File: config.mk
export PLATFORM = sky130hd
export DESIGN_NAME = tdm_demux_2ch_flat
export DESIGN_NICKNAME = d
export VERILOG_FILES = /design/src/rtl/tdm_demux_2ch_if.sv /design/src/rtl/tdm_demux_2ch.sv /design/src/flat_wrapper.sv
export SDC_FILE = /design/constraint.sdc
export NUM_CORES = 1
export LEC_CHECK = 0
export CAP_MARGIN = 10
export CORE_ASPECT_RATIO = 1.4
export CORE_MARGIN = 2
export CORE_UTILIZATION = 25
export DETAILED_ROUTE_END_ITERATION = 7
export DONT_BUFFER_PORTS = 1
export PLACE_DENSITY_LB_ADDON = 0.25
export SLEW_MARGIN = 20
export SYNTH_ARGS = -nofsm -noshare
export SYNTH_HDL_FRONTEND = slang
export SYNTH_SLANG_ARGS = --single-unit
File: constraint.sdc
create_clock -name clk -period 3 [get_ports clk]
set_clock_uncertainty 0.2 [all_clocks]
set_input_delay 0.3 -clock clk [delete_from_list [all_inputs] [get_ports clk]]
set_output_delay 0.3 -clock clk [all_outputs]
set_load 0.01 [all_outputs]
File: src/rtl/tdm_demux_2ch_if.sv
// Bundle of the serial link inputs and the per-channel word outputs of the
// two-channel TDM receiver.
interface tdm_demux_2ch_if #(
    parameter int WIDTH = 8
);
    logic             bit_en;
    logic             serial_in;
    logic             sync;
    logic [WIDTH-1:0] a_out;
    logic             a_valid;
    logic [WIDTH-1:0] b_out;
    logic             b_valid;
    logic             sel;
    logic             locked;
    logic             frame_err;

    modport master (
        output bit_en, serial_in, sync,
        input  a_out, a_valid, b_out, b_valid, sel, locked, frame_err
    );

    modport slave (
        input  bit_en, serial_in, sync,
        output a_out, a_valid, b_out, b_valid, sel, locked, frame_err
    );
endinterface

File: src/rtl/tdm_demux_2ch.sv
// Receive end of a two-channel TDM link: locks to frame sync, splits the
// serial stream into channel A and channel B words with one-cycle valid pulses.
//
// state  | meaning
// HUNT   | not aligned; waiting for a sync-qualified bit
// SLOT_A | receiving channel A word (count 0 expects sync)
// SLOT_B | receiving channel B word
module tdm_demux_2ch #(
    parameter int WIDTH = 8
) (
    input  logic           clk,
    input  logic           rst_n,
    tdm_demux_2ch_if.slave bus
);
    localparam int CW = (WIDTH > 2) ? $clog2(WIDTH) : 1;

    typedef enum logic [1:0] {
        HUNT   = 2'd0,
        SLOT_A = 2'd1,
        SLOT_B = 2'd2
    } state_t;

    state_t           r_state;
    state_t           w_state_nxt;
    logic [CW-1:0]    r_cnt;
    logic [CW-1:0]    w_cnt_nxt;
    logic [WIDTH-1:0] r_shift;
    logic [WIDTH-1:0] w_shift_nxt;
    logic             w_load_a;
    logic             w_load_b;
    logic             w_err;
    logic             w_frame_start;
    logic             w_last_bit;

    logic [WIDTH-1:0] r_a_out;
    logic [WIDTH-1:0] r_b_out;
    logic             r_a_valid;
    logic             r_b_valid;
    logic             r_frame_err;
    logic             w_sel;
    logic             w_locked;

    always_ff @(posedge clk or negedge rst_n) begin
        if (!rst_n) begin
            r_state <= HUNT;
            r_cnt   <= '0;
            r_shift <= '0;
        end else begin
            r_state <= w_state_nxt;
            r_cnt   <= w_cnt_nxt;
            r_shift <= w_shift_nxt;
        end
    end

    assign w_frame_start = (r_state == SLOT_A) && (r_cnt == '0);
    assign w_last_bit    = (r_cnt == CW'(WIDTH - 1));

    always_comb begin
        w_state_nxt = r_state;
        w_cnt_nxt   = r_cnt;
        w_shift_nxt = r_shift;
        w_load_a    = 1'b0;
        w_load_b    = 1'b0;
        w_err       = 1'b0;
        if (bus.bit_en) begin
            if (r_state == HUNT) begin
                if (bus.sync) begin
                    w_state_nxt = SLOT_A;
                    w_cnt_nxt   = CW'(1);
                    w_shift_nxt = {{(WIDTH-1){1'b0}}, bus.serial_in};
                end
            end else if (bus.sync && !w_frame_start) begin
                // Misplaced sync: drop the partial word and realign on this bit.
                w_err       = 1'b1;
                w_state_nxt = SLOT_A;
                w_cnt_nxt   = CW'(1);
                w_shift_nxt = {{(WIDTH-1){1'b0}}, bus.serial_in};
            end else if (w_frame_start && !bus.sync) begin
                w_err       = 1'b1;
                w_state_nxt = HUNT;
                w_cnt_nxt   = '0;
                w_shift_nxt = '0;
            end else begin
                w_shift_nxt = {r_shift[WIDTH-2:0], bus.serial_in};
                if (w_last_bit) begin
                    w_cnt_nxt = '0;
                    if (r_state == SLOT_A) begin
                        w_load_a    = 1'b1;
                        w_state_nxt = SLOT_B;
                    end else begin
                        w_load_b    = 1'b1;
                        w_state_nxt = SLOT_A;
                    end
                end else begin
                    w_cnt_nxt = r_cnt + CW'(1);
                end
            end
        end
    end

    always_comb begin
        w_sel    = 1'b0;
        w_locked = 1'b0;
        case (r_state)
            SLOT_A:  w_locked = 1'b1;
            SLOT_B: begin
                w_sel    = 1'b1;
                w_locked = 1'b1;
            end
            default: ;
        endcase
    end

    always_ff @(posedge clk or negedge rst_n) begin
        if (!rst_n) begin
            r_a_out     <= '0;
            r_b_out     <= '0;
            r_a_valid   <= 1'b0;
            r_b_valid   <= 1'b0;
            r_frame_err <= 1'b0;
        end else begin
            r_a_valid   <= w_load_a;
            r_b_valid   <= w_load_b;
            r_frame_err <= w_err;
            if (w_load_a) r_a_out <= w_shift_nxt;
            if (w_load_b) r_b_out <= w_shift_nxt;
        end
    end

    assign bus.a_out     = r_a_out;
    assign bus.b_out     = r_b_out;
    assign bus.a_valid   = r_a_valid;
    assign bus.b_valid   = r_b_valid;
    assign bus.frame_err = r_frame_err;
    assign bus.sel       = w_sel;
    assign bus.locked    = w_locked;
endmodule
File: src/flat_wrapper.sv
// flat-port wrapper written by rule: the top's interface ports become plain ports
module tdm_demux_2ch_flat 
#(
    parameter int WIDTH = 8
)
  (clk, rst_n, bus_bit_en, bus_serial_in, bus_sync, bus_a_out, bus_a_valid, bus_b_out, bus_b_valid, bus_sel, bus_locked, bus_frame_err);
  tdm_demux_2ch_if #(.WIDTH(WIDTH)) bus_i ();
  input  logic clk;
  input  logic rst_n;
  input wire logic [$bits(bus_i.bit_en)-1:0] bus_bit_en;
  input wire logic [$bits(bus_i.serial_in)-1:0] bus_serial_in;
  input wire logic [$bits(bus_i.sync)-1:0] bus_sync;
  output wire logic [$bits(bus_i.a_out)-1:0] bus_a_out;
  output wire logic [$bits(bus_i.a_valid)-1:0] bus_a_valid;
  output wire logic [$bits(bus_i.b_out)-1:0] bus_b_out;
  output wire logic [$bits(bus_i.b_valid)-1:0] bus_b_valid;
  output wire logic [$bits(bus_i.sel)-1:0] bus_sel;
  output wire logic [$bits(bus_i.locked)-1:0] bus_locked;
  output wire logic [$bits(bus_i.frame_err)-1:0] bus_frame_err;
  assign bus_i.bit_en = bus_bit_en;
  assign bus_i.serial_in = bus_serial_in;
  assign bus_i.sync = bus_sync;
  assign bus_a_out = bus_i.a_out;
  assign bus_a_valid = bus_i.a_valid;
  assign bus_b_out = bus_i.b_out;
  assign bus_b_valid = bus_i.b_valid;
  assign bus_sel = bus_i.sel;
  assign bus_locked = bus_i.locked;
  assign bus_frame_err = bus_i.frame_err;
  tdm_demux_2ch #(.WIDTH(WIDTH)) u_core (.clk(clk), .rst_n(rst_n), .bus(bus_i));
endmodule
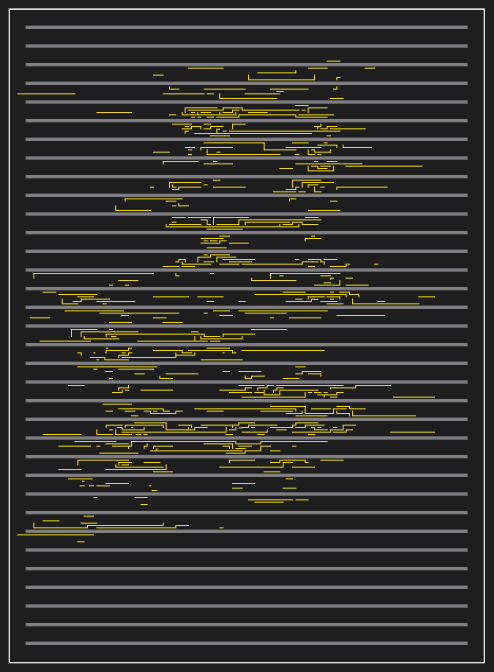
(run_1/met1.png)
Supply wires on this layer in grey.
wire length on this layer	1,430 um
share of all routed wire	39%
longest straight run	19.3 um
main direction	horizontal
nets with wire on the layer	143

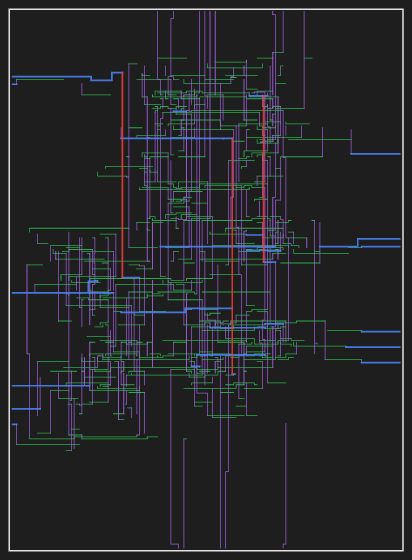
(run_1/metal_stack.png)
colour	layer	wire length
purple	met2	1,930 um
blue	met3	222 um
green	met1	1,430 um
red	met4	107 um
average routed wire per standard cell: 17.4 um
count of vias placed by the detailed router: 1,105

==> Table 3: Implementation characteristics, run 1 <==
Physical design parameters

Parameter                              Value

Hold path
  Number of cells on the worst hold path .................. 2
  Hold path start .................. bus_bit_en
  Min-Delay Path Class .................. in -> reg
  Endpoint, Worst Hold .................. u_core.r_cnt[0]$_DFFE_PN0P_

Layout
  Non-clk buf share .................. 0.0354
  Antenna diode count .................. 0
  Share of the core filled with cells in the final layout .................. 0.294
  Clock buffers .................. 6
  Number of fill cells .................. 602
  Clock distribution area overhead in the final layout .................. 0.0634
  Repair and plain buffers .................. 6
  Synthesis-to-finish area growth .................. 14.8%
  Comb area .................. 608 um2
  Footprint of the flip-flops and latches .................. 801 um2
  Net count, final .................. 154
  Comb area share .................. 0.358
  Seq cells .................. 32
  Share of cells above drive strength 1 .................. 0.127
  Non-filler cells, final .................. 212
  Final Instance Area .................. 1700 um2
  Largest cell class by area .................. flip-flops and latches
  Non-clock inverter count in the final layout .................. 9
  Sequential share of cell area .................. 0.472
  Multi-In Gates .................. 87

Yosys
  Area fraction in full adders, half adders and majority gates .................. 0.0677
  Synth async-reset ratio .................. 1.00
  Yosys Chip Area .................. 1480 um2
  Warnings, synthesis .................. 0
  Compound-cell area share of the yosys netlist .................. 0.193
  Gate Count Post-Synth .................. 134
  Average cell area after synthesis .................. 11.0 um2
  Library cell occupying the most area in the post-synthesis netlist .................. dfrtp_1
  XOR Share, Synth .................. 0
  Commonest cells post-synth .................. a31oi_1 (32), dfrtp_1 (32), nand2_1 (14)
  Synth mux share .................. 0.0144
  Most used flip-flop cell after synthesis .................. dfrtp_1
  Synth top area cells .................. dfrtp_1 (54%), a31oi_1 (14%), ha_1 (6.8%), nand2_1 (3.6%), o21ai_0 (3.0%)
  Top logic family .................. AND-OR/OR-AND gates
  Register share after synthesis .................. 0.541
  Total of flip-flops plus latches after synthesis .................. 32
  Post-synthesis instance area .................. 1480 um2
  Number of nets at floorplan .................. 147
  Number of standard cells reported by yosys .................. 134
  Flip-flops with a built-in enable .................. 0
  Simple-Gate Area Share .................. 0.136
  Count of distinct cell types in the synthesized netlist .................. 28
  Dominant cell area share .................. 0.541

Power and ir drop
  Standby leakage power .................. 0.000807 uW
  Power after layout .................. 1520 uW
  Power Internal .................. 961 uW
  Reported net switching power .................. 556 uW
  Worst IR Drop VDD .................. 0.000402 V
  Total power divided by cell area .................. 894 nW/um2
  Logic pwr share .................. 0.304
  Power drawn by the sequential cells .................. 646 uW
  Highest-power group .................. registers
  Power Clock .................. 411 uW
  Share of total power in the clock network .................. 0.271
  Power attributed to combinational cells .................. 461 uW
  Switching portion of total power .................. 0.367
  Register share of total power .................. 0.426

Die
  Area of the die .................. 6560 um2
  Die H .................. 95.0 um
  Floorplan die width .................. 69.0 um
  Number of top-level pins .................. 26
  Tap cell instance count .................. 70
  Core Util at FP .................. 0.256
  Core outline area .................. 5780 um2
  Row cnt .................. 33

Setup path
  CP startpoint .................. u_core.r_cnt[0]$_DFFE_PN0P_
  Element type at the critical path start .................. flop
  Endpoint required time on the critical path .................. 3.00 ns
  Critical-path maximum fanout .................. 9
  Kind of critical path .................. reg -> reg
  Worst r2r dst .................. u_core.bus.a_out[5]$_DFFE_PN0P_
  Flop2flop setup slack .................. 0.57 ns
  Critical path endpoint .................. u_core.bus.a_out[5]$_DFFE_PN0P_
  Start of the worst register-to-register path .................. u_core.r_cnt[0]$_DFFE_PN0P_
  Reg2Reg Depth .................. 8
  Endpoint class of the critical path .................. flop
  Data arrival time of the worst path .................. 2.43 ns

CTS
  CTS H-tree depth .................. 2
  Total number of clock tree sinks .................. 32
  Late-Pin Clk Latency .................. 0.29 ns
  Total setup buffers inserted after CTS .................. 0
  Clock-pin slew of the registers on the worst-case setup and hold paths .................. 0.07 ns
  CTS max path bufs .................. 2
  Total clock buffers created by CTS .................. 5
  Clock tree from TritonCTS .................. done
  Root buf cell .................. clkbuf_8

STA
  Post-route worst hold slack .................. 0.0329 ns
  Final Hold Vio Count .................. 0
  Post-layout period usage .................. 0.810
  Final tally of setup violations .................. 0
  Setup repair after global routing missed its margin .................. no
  Worst Setup Slack, final .................. 0.569 ns
  Worst Tran Pin Value .................. 0.617 ns
  Total negative slack .................. 0 ns
  Time the final worst path needs with I/O delays and setup .................. 2.43 ns
  Worst slew margin relative to its limit .................. 0.587
  Pins over their slew limit .................. 0
  Maximum clock frequency .................. 0.411 GHz

Route
  DRC violations left .................. 0
  First drt pass iteration count .................. 4
  ANT nets after route .................. 0
  Final routed wirelength across all metal layers .................. 3700 um
  Via density per instance .................. 5.21
  Starting DRC count in detailed routing .................. 52

Placement
  Number of cells after detailed placement .................. 202
  Detailed placement HPWL .................. 2610 um
  Placer's final routability congestion estimate .................. 0.770
  Setup Slack @ Placement .................. 0.589 ns
  Number of buffers added on ports .................. 0
  Instance area after placement .................. 1560 um2

Global routing
  Number of global-route vias before repair .................. 1,191
  GRT Util Overall .................. 0.121
  Residual overflow from global routing .................. 0
  First-pass GRT wire length .................. 6020 um
  Largest net degree at the start of global routing .................. 33
  Number of antenna violations at the first check in global routing .................. 0

Run
  Number of warning messages in the logs .................. 30
  Max-capacitance violation count .................. 0

Outcome
  Result of the run .................. finished clean
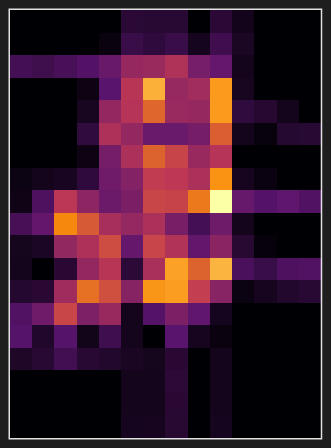
(run_1/wire_density.png)
The die is cut into 14 by 19 equal tiles; black is low, pale yellow is high, scaled to the fullest tile. Values are wire area over tile area, all layers added.
emptiest ninth of the die	lower right
fullest tile	0.50
mean over tiles	0.091

## run 1: repair_timing
item / 4_1_cts / 5_1_grt
resized: 0 / 0
hold buffers: 2 / 0
hold endpoints to repair: 32 / 0
## run 1: metal layers
metal  global-route usage  wire (um)
met4               0.0801        106
met2                0.204       1930
met1                0.126       1430
met3               0.0427        222
met5                    0          0
## run 1: cell usage in the layout (no fill, tap or decap)
| cell type | instances |
|---|---|
| a22oi_1 | 1 |
| or3b_4 | 1 |
| nor3_4 | 2 |
| buf_12 | 1 |
| clkbuf_1 | 1 |
| nor3_1 | 2 |
| nor4b_4 | 1 |
| ha_1 | 8 |
| mux2_2 | 1 |
| clkbuf_8 | 5 |
| a211o_1 | 1 |
| buf_4 | 4 |
| dlygate4sd3_1 | 1 |
| nor2b_1 | 2 |
| nand3b_1 | 3 |
| nand2b_1 | 2 |
| clkinv_1 | 1 |
| nor2_1 | 3 |
| bufinv_16 | 1 |
| a32o_1 | 1 |
| a21oi_1 | 1 |
| nor3b_2 | 1 |
| inv_1 | 8 |
| a31oi_1 | 32 |
| dfrtp_1 | 32 |
| nand2_1 | 14 |
| o21ai_0 | 9 |
| clkinv_2 | 1 |
| a22o_1 | 1 |
| mux2i_1 | 1 |
## run 1: flip-flops by register name, summed over array words and instances, names as in the netlist
name,cells
u_core.bus.b_out,8
u_core.r_shift,8
u_core.r_state,2
u_core.bus.b_valid,1
u_core.bus.a_valid,1
u_core.bus.frame_err,1
u_core.r_cnt,3
u_core.bus.a_out,8
## run 1: critical path, stage by stage, from the launching register on
cell and delay, ns:
dfrtp_1 0.38, inv_1 0.07, ha_1 0.19, nand3b_1 0.10, inv_1 0.06, ha_1 0.29
nor4b_4 0.64, nand2_1 0.21, a31oi_1 0.21
==> run_1/final_placement.png <==
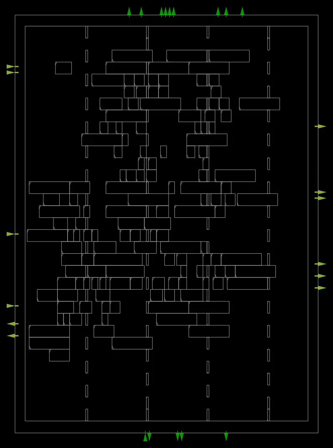

==> run 2: changes to the inputs <==
==> constraint.sdc (replaced) <==
create_clock -name clk -period 2.3 [get_ports clk]
set_clock_uncertainty 0.2 [all_clocks]
set_input_delay 0.23 -clock clk [delete_from_list [all_inputs] [get_ports clk]]
set_output_delay 0.23 -clock clk [all_outputs]
set_load 0.01 [all_outputs]
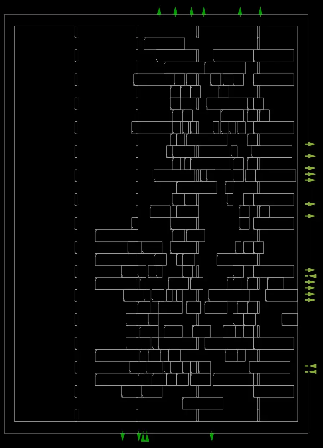
(run_2/final_placement.png)
sequential share of cell area: 0.444
Seq cells: 32
non-filler cells, final: 223
row cnt: 33
number of fill cells: 589

==> Table 3: Implementation characteristics, run 2 <==
Physical design parameters

Parameter                              Value

Layout
  Net count, final .................. 165 (+7.1%)
  Share of the core filled with cells in the final layout .................. 0.312 (+0.0184)
  Synthesis-to-finish area growth .................. 22.0%
  Antenna diode count .................. 0 (unchanged)
  Top Layout Cells .................. a31oi_1 (32), dfrtp_1 (32), nand2_1 (14)
  Share of cells above drive strength 1 .................. 0.203 (+0.0759)
  Footprint of the flip-flops and latches .................. 801 um2 (unchanged)
  Comb area .................. 616 um2 (+1.2%)
  Final Instance Area .................. 1800 um2 (+6.3%)

Die
  Floorplan die width .................. 69.0 um (unchanged)
  Core outline area .................. 5780 um2 (unchanged)
  Number of top-level pins .................. 26 (unchanged)
  Core Util at FP .................. 0.256 (unchanged)
  Die H .................. 95.0 um (unchanged)
  Area of the die .................. 6560 um2 (unchanged)

STA
  Maximum clock frequency .................. 0.460 GHz (+12%)
  Time the final worst path needs with I/O delays and setup .................. 2.17 ns (-0.257 ns)
  Post-layout period usage .................. 0.945 (+0.135)
  Setup repair after global routing missed its margin .................. no
  Worst slew margin relative to its limit .................. 0.592 (+0.00486)
  Post-route worst hold slack .................. 0.0412 ns (+0.00838 ns)
  Pins over their slew limit .................. 0 (unchanged)
  Worst Setup Slack, final .................. 0.126 ns (-0.443 ns)
  Total negative slack .................. 0 ns (unchanged)
  Worst Tran Pin Value .................. 0.609 ns (-0.00743 ns)

CTS
  Late-Pin Clk Latency .................. 0.29 ns (about the same)
  CTS max path bufs .................. 2 (unchanged)
  Total clock buffers created by CTS .................. 5 (unchanged)
  Total setup buffers inserted after CTS .................. 3 (+3)
  Root buf cell .................. clkbuf_8
  Hold-fix buffers, CTS .................. 4 (+2)
  Total number of clock tree sinks .................. 32 (unchanged)
  Count of instances resized after the clock tree is built .................. 1 (+1)

Route
  Uppermost layer routed .................. met4
  ANT nets after route .................. 0 (unchanged)
  Routed length on met2 .................. 2000 um (+3.6%)
  Via density per instance .................. 5.23 (+0.40%)
  Starting DRC count in detailed routing .................. 77 (+48%)
  Average routed wire per standard cell .................. 16.4 um (-5.9%)
  DRC violations left .................. 0 (unchanged)
  First drt pass iteration count .................. 4 (unchanged)
  Wire length on met3 .................. 169 um (-24%)
  Final routed wirelength across all metal layers .................. 3660 um (-1.1%)
  Wire length the detailed router placed on met1 .................. 1400 um (-2.1%)
  Count of vias placed by the detailed router .................. 1,167 (+5.6%)

Hold path
  Min-Delay Path Class .................. in -> reg
  Number of cells on the worst hold path .................. 3 (+1)

Yosys
  Number of standard cells reported by yosys .................. 134 (unchanged)
  Synth mux share .................. 0.0144 (unchanged)
  Top logic family .................. AND-OR/OR-AND gates
  Compound-cell area share of the yosys netlist .................. 0.193 (unchanged)
  Count of distinct cell types in the synthesized netlist .................. 28 (unchanged)
  Area fraction in full adders, half adders and majority gates .................. 0.0677 (unchanged)
  Warnings, synthesis .................. 0 (unchanged)
  Simple-Gate Area Share .................. 0.136 (unchanged)
  Gate Count Post-Synth .................. 134 (unchanged)
  Synth top area cells .................. dfrtp_1 (54%), a31oi_1 (14%), ha_1 (6.8%), nand2_1 (3.6%), o21ai_0 (3.0%)
  Yosys Chip Area .................. 1480 um2 (unchanged)
  Dominant cell area share .................. 0.541 (unchanged)
  Number of nets at floorplan .................. 147 (unchanged)
  XOR Share, Synth .................. 0 (unchanged)
  Post-synthesis instance area .................. 1480 um2 (unchanged)
  Flip-flops with a built-in enable .................. 0 (unchanged)
  Average cell area after synthesis .................. 11.0 um2 (unchanged)

Setup path
  Data arrival time of the worst path .................. 2.12 ns (-0.31 ns)
  Worst-path cell with the longest stage delay .................. or3b_4
  Cell with the most instances on the worst path .................. ha_2
  Maximum cell stage delay along the critical path .................. 0.45 ns (-0.19 ns)
  Largest delay contributor family on the critical path .................. simple AND/OR/NAND/NOR gates
  Stages on the worst setup path .................. 8 (unchanged)
  Crit path buffers/inverters .................. 2 (unchanged)
  Cell chain of the critical path .................. inv_1 > ha_2 > nand3b_1 > ha_2 > or3b_4 > nor3_4 > buf_4 > a31oi_1
  Critical-path maximum fanout .................. 4 (-5)
  Endpoint required time on the critical path .................. 2.25 ns (-0.75 ns)
  Reg2Reg Depth .................. 8 (unchanged)

Placement
  Number of buffers added on ports .................. 0 (unchanged)
  Instance area after placement .................. 1600 um2 (+2.2%)
  Setup Slack @ Placement .................. -0.0907 ns (-0.680 ns)

Power and ir drop
  Standby leakage power .................. 0.000861 uW (+6.7%)
  Power after layout .................. 2040 uW (+34%)
  Worst IR Drop VDD .................. 0.000257 V (-36%)

Global routing
  Number of global-route vias before repair .................. 1,215 (+2.0%)
  Largest net degree at the start of global routing .................. 33 (unchanged)
  GRT Util Overall .................. 0.120 (-0.000966)

Outcome
  Result of the run .................. finished clean
[run 2: netlist changes by cell type in the layout (fill, tap and decap cells not counted)]
cell	previous run	this run
buf_4	4	11
buf_6	0	2
dlygate4sd3_1	1	3
ha_1	8	6
ha_2	0	2
clkbuf_1	1	0
clkinvlp_4	0	1
nor2b_1	2	1
nor2b_2	0	1
[run 2: worst paths after layout]
kind                                                    start                              end  slack (ns)
worst max-delay path            u_core.r_state[1]$_DFFE_PN0P_  u_core.bus.b_out[6]$_DFFE_PN0P_        0.13
worst min-delay path                                 bus_sync   u_core.bus.frame_err$_DFF_PN0_        0.04
worst max register to register  u_core.r_state[1]$_DFFE_PN0P_  u_core.bus.b_out[6]$_DFFE_PN0P_        0.13
worst min register to register    u_core.r_shift[5]$_DFF_PN0_      u_core.r_shift[6]$_DFF_PN0_        0.33
max in group asynchronous                               rst_n  u_core.bus.a_out[6]$_DFFE_PN0P_        1.54
min in group asynchronous                               rst_n  u_core.bus.b_out[2]$_DFFE_PN0P_        0.19
[run 2: kinds of logic (layout without fill, tap and decap cells)]
family | count (synthesis) | in the layout
AND-OR/OR-AND | 46 | 46
adder cells (fa/ha/maj) | 8 | 8
AND/OR/NAND/NOR | 31 | 31
buffers and inverters | 15 | 34
flip-flops | 32 | 32
multiplexers | 2 | 2
[run 2: final cells by class]
cell class,count,area share
tap,70,0.0485
sequential,32,0.444
clock buffer,5,0.0381
clock inverter,3,0.0236
multi-input combinational,87,0.341
timing repair buffer,17,0.0860
inverter,9,0.0187
[run 2: power breakdown]
group          internal (uW)  total, uW  switching [uW]
Clock                    320        537             217
Sequential               704        835             132
Combinational            275        665             389
[run 2: metal layers]
metal | global-route usage | up-vias
met4 | 0.0670 | 0
li1 | - | 533
met2 | 0.222 | 42
met3 | 0.0299 | 6
met5 | 0 | -
met1 | 0.122 | 586
==> run_2/met1.png <==
Supply wires on this layer in grey.
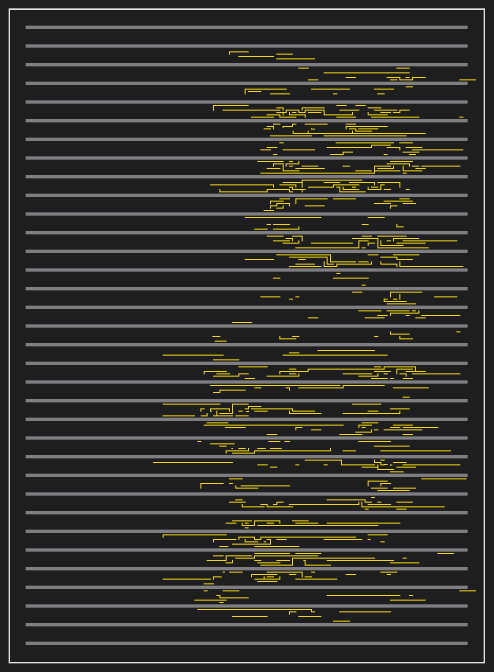

==> run 3: changes to the inputs <==
--- a/config.mk
+++ b/config.mk
@@ -10,7 +10,6 @@
 export CORE_MARGIN = 2
 export CORE_UTILIZATION = 25
 export DETAILED_ROUTE_END_ITERATION = 7
-export DONT_BUFFER_PORTS = 1
 export PLACE_DENSITY_LB_ADDON = 0.25
 export SLEW_MARGIN = 20
 export SYNTH_ARGS = -nofsm -noshare
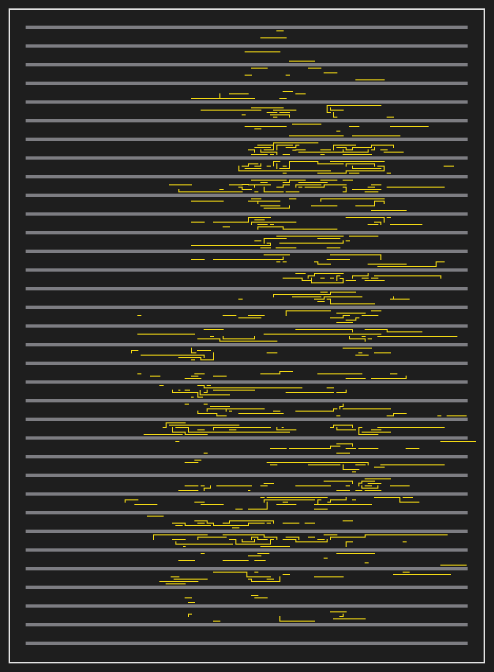
(run_3/met1.png)
Supply wires on this layer in grey.
nets with wire on the layer	159
main direction	horizontal
wire length on this layer	1,290 um
share of all routed wire	38%

==> Table 3: Implementation characteristics, run 3 <==
Physical design parameters

Parameter                              Value

Outcome
  Result of the run .................. finished clean

Route
  Average routed wire per standard cell .................. 13.9 um (-15%)
  First drt pass iteration count .................. 4 (unchanged)
  Wire length on met3 .................. 163 um (-3.6%)
  ANT nets after route .................. 0 (unchanged)
  Via density per instance .................. 4.91 (-6.2%)
  Wire length the detailed router placed on met1 .................. 1290 um (-7.9%)
  Count of vias placed by the detailed router .................. 1,203 (+3.1%)
  DRC violations left .................. 0 (unchanged)
  Uppermost layer routed .................. met4
  Routed length on met2 .................. 1880 um (-6.4%)
  Starting DRC count in detailed routing .................. 97 (+26%)
  Final routed wirelength across all metal layers .................. 3410 um (-6.8%)

Yosys
  Commonest cells post-synth .................. a31oi_1 (32), dfrtp_1 (32), nand2_1 (14)
  Area fraction in full adders, half adders and majority gates .................. 0.0677 (unchanged)
  Average cell area after synthesis .................. 11.0 um2 (unchanged)
  Synth top area cells .................. dfrtp_1 (54%), a31oi_1 (14%), ha_1 (6.8%), nand2_1 (3.6%), o21ai_0 (3.0%)
  Top logic family .................. AND-OR/OR-AND gates
  Flip-flops with a built-in enable .................. 0 (unchanged)
  Warnings, synthesis .................. 0 (unchanged)
  Synth mux share .................. 0.0144 (unchanged)
  Synth async-reset ratio .................. 1.00
  Dominant cell area share .................. 0.541 (unchanged)
  Count of distinct cell types in the synthesized netlist .................. 28 (unchanged)
  Total of flip-flops plus latches after synthesis .................. 32
  Number of nets at floorplan .................. 147 (unchanged)
  Post-synthesis instance area .................. 1480 um2 (unchanged)
  Number of standard cells reported by yosys .................. 134 (unchanged)
  Simple-Gate Area Share .................. 0.136 (unchanged)
  Most used flip-flop cell after synthesis .................. dfrtp_1
  XOR Share, Synth .................. 0 (unchanged)
  Library cell occupying the most area in the post-synthesis netlist .................. dfrtp_1
  Gate Count Post-Synth .................. 134 (unchanged)
  Compound-cell area share of the yosys netlist .................. 0.193 (unchanged)
  Yosys Chip Area .................. 1480 um2 (unchanged)

Hold path
  Min-Delay Path Class .................. in -> async

Die
  Area of the die .................. 6560 um2 (unchanged)
  Row cnt .................. 33 (unchanged)
  Core Util at FP .................. 0.256 (unchanged)
  Number of top-level pins .................. 26 (unchanged)
  Core outline area .................. 5780 um2 (unchanged)
  Die H .................. 95.0 um (unchanged)
  Floorplan die width .................. 69.0 um (unchanged)

Power and ir drop
  Power after layout .................. 2250 uW (+11%)
  Power Clock .................. 581 uW (+8.2%)
  Total power divided by cell area .................. 1100 nW/um2
  Logic pwr share .................. 0.396 (+0.070)
  Reported net switching power .................. 728 uW (-1.4%)
  Standby leakage power .................. 0.000947 uW (+9.9%)
  Power Internal .................. 1530 uW (+17%)
  Register share of total power .................. 0.346 (-0.064)
  Switching portion of total power .................. 0.323 (-0.0392)
  Share of total power in the clock network .................. 0.258 (-0.006)
  Worst IR Drop VDD .................. 0.000360 V (+40%)
  Power drawn by the sequential cells .................. 781 uW (-6.5%)
  Highest-power group .................. combinational cells
  Power attributed to combinational cells .................. 891 uW (+34%)

Run
  Number of warning messages in the logs .................. 30
  Max-capacitance violation count .................. 0

Setup path
  Element type at the critical path start .................. flop
  Cell with the most instances on the worst path .................. ha_2
  Kind of critical path .................. reg -> reg
  Endpoint required time on the critical path .................. 2.25 ns (about the same)
  Data arrival time of the worst path .................. 2.12 ns (about the same)
  Worst-path cell with the longest stage delay .................. or3b_4
  Maximum cell stage delay along the critical path .................. 0.45 ns (about the same)
  Reg2Reg Depth .................. 8 (unchanged)
  Critical-path maximum fanout .................. 9 (+5)
  Cell chain of the critical path .................. inv_1 > ha_2 > nand3b_1 > ha_2 > or3b_4 > nor3_4 > buf_12 > a31oi_1

Global routing
  Global routing usage on met3 .................. 0.0309 (+0.00107)
  Largest net degree at the start of global routing .................. 33 (unchanged)
  Most heavily used metal layer in global routing .................. met2
  GRT Util Overall .................. 0.116 (-0.00324)
  Met1 capacity usage during global routing .................. 0.118 (-0.00419)
  Number of antenna violations at the first check in global routing .................. 0
  First-pass GRT wire length .................. 5890 um
  Global Route met2 Usage .................. 0.218 (-0.00401)
  Number of global-route vias before repair .................. 1,292 (+6.3%)
  Residual overflow from global routing .................. 0

CTS
  CTS max path bufs .................. 2 (unchanged)
  Total setup buffers inserted after CTS .................. 0 (-3)
  Hold-fix buffers, CTS .................. 0 (-4)
  Count of instances resized after the clock tree is built .................. 1 (unchanged)
  Total clock buffers created by CTS .................. 5 (unchanged)
  Root buf cell .................. clkbuf_8
  Late-Pin Clk Latency .................. 0.28 ns (about the same)
  Total number of clock tree sinks .................. 32 (unchanged)

Placement
  Instance area after placement .................. 1910 um2 (+20%)
  Number of buffers added on ports .................. 25 (+25)
  Setup Slack @ Placement .................. -0.189 ns (-0.0984 ns)
  Detailed placement HPWL .................. 2570 um

STA
  Total negative slack .................. 0 ns (unchanged)
  Post-layout period usage .................. 0.944 (-0.00107)
  Pins over their slew limit .................. 0 (unchanged)
  Worst Setup Slack, final .................. 0.128 ns (+0.00245 ns)
  Final Hold Vio Count .................. 0
  Post-route worst hold slack .................. 0.147 ns (+0.106 ns)
  Maximum clock frequency .................. 0.460 GHz (+0.11%)
  Worst Tran Pin Value .................. 0.608 ns (-0.000750 ns)
  Worst slew margin relative to its limit .................. 0.593 (about the same)
  Final tally of setup violations .................. 0
  Time the final worst path needs with I/O delays and setup .................. 2.17 ns (-0.00245 ns)
  Setup repair after global routing missed its margin .................. no

Layout
  Antenna diode count .................. 0 (unchanged)
  Final Instance Area .................. 2050 um2 (+14%)
  Share of the core filled with cells in the final layout .................. 0.354 (+0.0422)
  Top Layout Cells .................. a31oi_1 (32), dfrtp_1 (32), clkdlybuf4s50_1 (25)
  Share of cells above drive strength 1 .................. 0.177 (-0.0255)
  Comb area .................. 616 um2 (unchanged)
  Synthesis-to-finish area growth .................. 38.5%
  Footprint of the flip-flops and latches .................. 801 um2 (unchanged)
  Net count, final .................. 187 (+13%)
  Non-filler cells, final .................. 245 (+9.9%)
  Number of fill cells .................. 589 (unchanged)
==> run 3: cell types whose count changed in the layout (fill, tap and decap cells not counted), sizes merged <==
| cell | change |
|---|---|
| dlygate4sd3 | -3 |
| clkdlybuf4s50 | +25 |
| clkbuf | +2 |
| clkinvlp | -1 |
| clkinv | -1 |
==> run 3: worst paths after layout <==
| kind | to | slack [ns] | start |
|---|---|---|---|
| setup / recovery | u_core.bus.a_out[6]$_DFFE_PN0P_ | 0.13 | u_core.r_state[1]$_DFFE_PN0P_ |
| hold / removal | u_core.bus.a_out[0]$_DFFE_PN0P_ | 0.15 | rst_n |
| setup reg to reg | u_core.bus.a_out[6]$_DFFE_PN0P_ | 0.13 | u_core.r_state[1]$_DFFE_PN0P_ |
| hold reg to reg | u_core.r_cnt[1]$_DFFE_PN0P_ | 0.32 | u_core.r_cnt[1]$_DFFE_PN0P_ |
| max in group asynchronous | u_core.r_state[1]$_DFFE_PN0P_ | 1.45 | rst_n |
| min in group clk | u_core.r_cnt[1]$_DFFE_PN0P_ | 0.32 | u_core.r_cnt[1]$_DFFE_PN0P_ |
==> run 3: kinds of logic after synthesis <==
family | after synthesis
compound gates | 46
flops | 32
simple gates | 31
buf+inv | 15
fa+ha+maj | 8
mux | 2
==> run 3: cell type report <==
| cell class | count | area share |
|---|---|---|
| inverter | 9 | 0.0165 |
| clock inverter | 1 | 0.0147 |
| multi-input combinational | 87 | 0.301 |
| clock buffer | 7 | 0.0470 |
| tap | 70 | 0.0428 |
| timing repair buffer | 39 | 0.188 |
| sequential | 32 | 0.391 |
==> run 3: worst max-delay path, delay by kind of cell (launching register included) <==
kind                     cells  cell delay, ns
AND/OR/NAND/NOR              3            0.72
adder cells (fa/ha/maj)      2            0.41
flip-flops                   1            0.38
buffers and inverters        2            0.23
AND-OR/OR-AND                1            0.09

==> screenshots <==
Placed cells, one colour a class.
Scale bar: 20 um. Fill, decap, tap and diode cells in grey.
shot_01.png
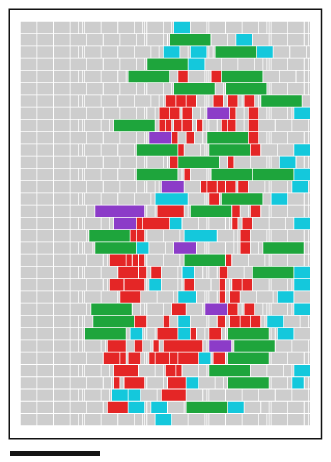
shot_02.png
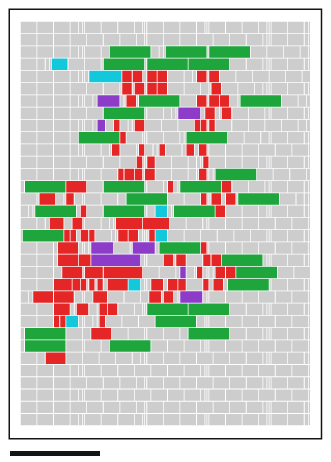
For run 1, see shot_02.png.
For run 3, see shot_01.png.
Of these, highest utilization: shot_01.png
Of these, most cells: shot_01.png

Key to shot_01.png:
colour	class	cells	share of their area
red	all other logic	96	33%
cyan	other buffers and delay cells	39	20%
purple	clock drivers and dummy loads	8	6.4%
green	flip-flops	32	41%

Power is estimated from default activity; no workload was simulated.
